<file path="src/rtl/resolve.sv">
// resolve: multi-cycle signed quadratic evaluator, y = a*x^2 + b*x + c.
// Horner form ((a*x) + b)*x + c on one shared multiplier, one shared adder
// and a single accumulator, sequenced by a six-state FSM.
// All arithmetic is 16-bit two's complement and wraps; no saturation.
module resolve (
  input  logic        inicio,
  input  logic        clk,
  input  logic        rst,
  input  logic [7:0]  x,
  input  logic [15:0] a,
  input  logic [15:0] b,
  input  logic [15:0] c,
  output logic [15:0] y,
  output logic        ready,
  output logic        valid
);

  typedef enum logic [2:0] {
    IDLE = 3'd0,
    MUL1 = 3'd1,
    ADD1 = 3'd2,
    MUL2 = 3'd3,
    ADD2 = 3'd4,
    DONE = 3'd5
  } state_t;

  state_t state, state_nxt;

  logic [15:0] xr, ar, br, cr, acc, yr;

  // Shared datapath: the multiplier takes AR in MUL1 and ACC in MUL2;
  // the adder adds BR in ADD1 and CR in ADD2. Only the low 16 bits of
  // the signed 32-bit product are kept.
  logic        [15:0] mul_op;
  logic        [15:0] add_op;
  logic signed [31:0] prod;
  logic        [15:0] sum;

  assign mul_op = (state == MUL1) ? ar : acc;
  assign add_op = (state == ADD1) ? br : cr;
  assign prod   = $signed(mul_op) * $signed(xr);
  assign sum    = acc + add_op;
  assign y      = yr;

  // State register; reset returns to IDLE from anywhere.
  always_ff @(posedge clk) begin
    if (rst) state <= IDLE;
    else     state <= state_nxt;
  end

  // Next-state and Moore outputs; start is honoured only in IDLE.
  always_comb begin
    state_nxt = state;
    ready     = 1'b0;
    valid     = 1'b0;
    case (state)
      IDLE: begin
        ready = 1'b1;
        if (inicio) state_nxt = MUL1;
      end
      MUL1: state_nxt = ADD1;
      ADD1: state_nxt = MUL2;
      MUL2: state_nxt = ADD2;
      ADD2: state_nxt = DONE;
      DONE: begin
        valid     = 1'b1;
        state_nxt = IDLE;
      end
      default: state_nxt = IDLE;
    endcase
  end

  // Operand capture, accumulator steps and result register.
  always_ff @(posedge clk) begin
    if (rst) begin
      xr  <= '0;
      ar  <= '0;
      br  <= '0;
      cr  <= '0;
      acc <= '0;
      yr  <= '0;
    end else begin
      case (state)
        IDLE: if (inicio) begin
          xr <= {{8{x[7]}}, x};
          ar <= a;
          br <= b;
          cr <= c;
        end
        MUL1:    acc <= prod[15:0];
        ADD1:    acc <= sum;
        MUL2:    acc <= prod[15:0];
        ADD2:    yr  <= sum;
        default: ;
      endcase
    end
  end

endmodule

</file>
<file path="config.mk">
export PLATFORM = sky130hd
export DESIGN_NAME = resolve
export DESIGN_NICKNAME = d
export VERILOG_FILES = /design/src/rtl/resolve.sv
export SDC_FILE = /design/constraint.sdc
export NUM_CORES = 1
export LEC_CHECK = 0
export ABC_AREA = 1
export CORE_MARGIN = 2
export CORE_UTILIZATION = 40
export DETAILED_ROUTE_END_ITERATION = 6
export SYNTH_ARGS = -nofsm -noshare
export SYNTH_HDL_FRONTEND = slang
export SYNTH_SLANG_ARGS = --single-unit
export TNS_END_PERCENT = 50
</file>
<file path="constraint.sdc">
create_clock -name clk -period 7.4 [get_ports clk]
set_clock_uncertainty 0.2 [all_clocks]
set_input_delay 0.74 -clock clk [delete_from_list [all_inputs] [get_ports clk]]
set_output_delay 0.74 -clock clk [all_outputs]
set_load 0.01 [all_outputs]
</file>
==> flow_summary_export.csv <==
group,metric,value,unit
setup_path,critPathMaxStageDelay,0.53,ns
synthesis,synth_area_per_cell,7.11,um2
layout,n_all_buffers,83,
job,log.warning_count,26,
layout,fin_nets,1273,
cts,clockBufferDepth,2,
setup_path,crit_top_cell,"inv_1",
final_timing,rsz0062_at_grt,"no",
floorplanning,rows,49,
cts,cts_tree,"built",
layout,bufAreaShareNonClock,0.0934,
cts,cts_max_level,3,
layout,final_core_util,0.480,
setup_path,crit_required,7.49,ns
synthesis,top_cell_area_share,0.244,
final_timing,max_freq,0.170,GHz
setup_path,cp-end-kind,"flop",
route,drt.antenna.violating_nets,0,
route,wl_per_cell,15.4,um
cts,clock-sinks,91,
global_routing,grt_pass1_vias,6376,
place,dpl.hpwl,16.3,mm
final_timing,finalClockPeriodUsage,0.795,
layout,n_antenna_cell,0,
setup_path,crit_family,"adder cells",
global_routing,globalRouteOverflowTotal,0,
setup_path,worst-path-buf-inv,6,
cts,cts_hold_buf,0,
layout,areaGrowthSynthToFinish,16.7,%
outcome,status,"completed",
final_timing,hold_ws,0.248,ns
final_timing,worst_slew_pin_slew,0.940,ns
setup_path,crit_arrival,5.97,ns
place,portBuffers,76,
cts,clock-root-buffer,"clkbuf_16",
final_timing,drv_slew,0,
synthesis,top_cell,"inv_1",
synthesis,ys_cells,1049,
layout,nFillCells,1876,
synthesis,topCellsByArea,"dfxtp_1, fa_1, inv_1, ha_1, nand2_1",
hold_path,min_path_type,"reg2reg",
route,postRouteWirelength,20.5,mm
layout,regArea,1820,um2
synthesis,async_flop_share,0,
setup_path,worst_setup_path_start_kind,"flop",
route,drt_pre_antenna_iters,5,
synthesis,ys_ff,91,
place,place_inst,1321,
final_timing,maxSlewHeadroom,0.371,
synthesis,yosysTopAreaCell,"dfxtp_1",
layout,num-multi-input-gates,725,
route,num_vias,6683,
pwr,ir_worst_vdd,170,uV
floorplanning,die_area,19700,um2
layout,clk_share,0.0354,
synthesis,synth.distinct_cells,40,
pwr,finalPower,1.82,mW
layout,sh_seq_area,0.209,
final_timing,fin_ws,1.52,ns
floorplanning,initial_utilization,0.411,
layout,ff_count,91,
cts,clkSlewWorstSetupHoldPaths,0.07,ns
synthesis,ys_seq_share,0.244,
synthesis,fp_nets,1219,
setup_path,crit_type,"reg2reg",
global_routing,grt_max_degree,83,
floorplanning,core_area,18100,um2
floorplanning,fp.dieH,141,um
global_routing,grtUsageTotal,0.214,
job,timing.max_cap.violations,0,
route,drt_first_iter_violations,446,
layout,combGateArea,4750,um2
route,via_per_inst,5.00,
place,gp_congestion,0.939,
[cells by family (layout without fill, tap and decap cells)]
family	count (synthesis)	after routing	synth area share
AND/OR/NAND/NOR	373	373	0.210
buffers and inverters	233	292	0.119
AND-OR/OR-AND	225	225	0.159
flip-flops	91	91	0.244
XOR/XNOR	16	16	0.0188
adder cells (fa/ha/maj)	111	111	0.249
[placed cells by master, fill, tap and decap left out, types with 2 or more instances in the layout]
cell,synthesis,layout
a21boi_0,2,2
a21o_1,4,4
a21oi_1,96,96
a31oi_1,7,7
buf_4,1,7
clkbuf_16,0,9
clkdlybuf4s50_1,0,76
clkinv_1,5,5
dfxtp_1,91,91
fa_1,62,62
ha_1,49,49
inv_1,185,185
inv_2,3,3
inv_6,0,2
inv_8,0,2
nand2_1,163,162
nand2_2,3,4
nand3_1,61,61
nand3_2,2,2
nand4_1,2,2
nor2_1,119,118
nor2_2,1,2
nor2_4,2,2
nor3_1,4,4
o211ai_1,4,4
o21ai_0,98,98
o21ai_1,5,5
o22ai_1,2,2
or2_2,14,14
xnor2_1,9,9
xor2_1,7,7
[final timing paths]
path	from	end	slack, ns	cells past startpoint
max	state[2]	acc[12]	1.52	26
min	br[2]	br[2]	0.25	2
max reg2reg	state[2]	acc[12]	1.52	26
min reg2reg	br[2]	br[2]	0.25	2
[power breakdown]
part	internal [mW]	leakage (nW)	switching (mW)	total [mW]
clock	0.270	0.152	0.214	0.484
combinational	0.277	3.21	0.477	0.754
sequential	0.535	0.748	0.0439	0.579
[sequential cells by signal, indices dropped and copies added, names as in the netlist]
register  cells
state         3
cr           16
br           16
xr            8
ar           16
acc          16
y            16
[per-layer routing]
metal	track usage	share of wire
met2	0.318	0.43
met5	0	0
met4	0.0684	0.022
met3	0.0291	0.046
met1	0.322	0.50
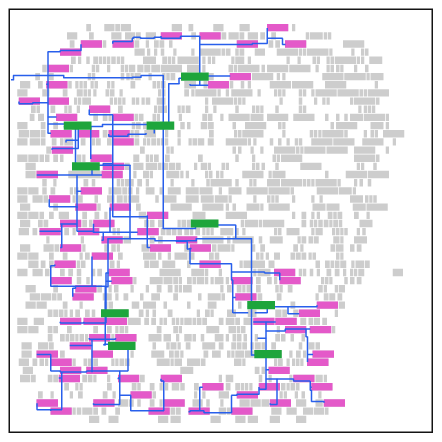
Fig. 1. Routed clock nets over the placement.
Scale: 3 px per um.
- clock-net drivers: green (count 9)
- flip-flops: magenta (count 91)
- clock wires: blue (length 1250 um)
- routed clock nets: 10
Clk power: 0.484 mW
Clock Latency Late Sink: 0.36 ns
clock power share: 0.266

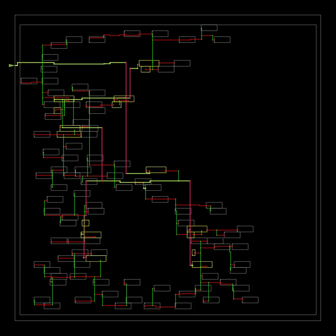
Fig. 2. The clock network.
clock buf count: 10
CTS buffer count: 9

Power figures rest on the tool's default switching activity, not on a simulated workload.
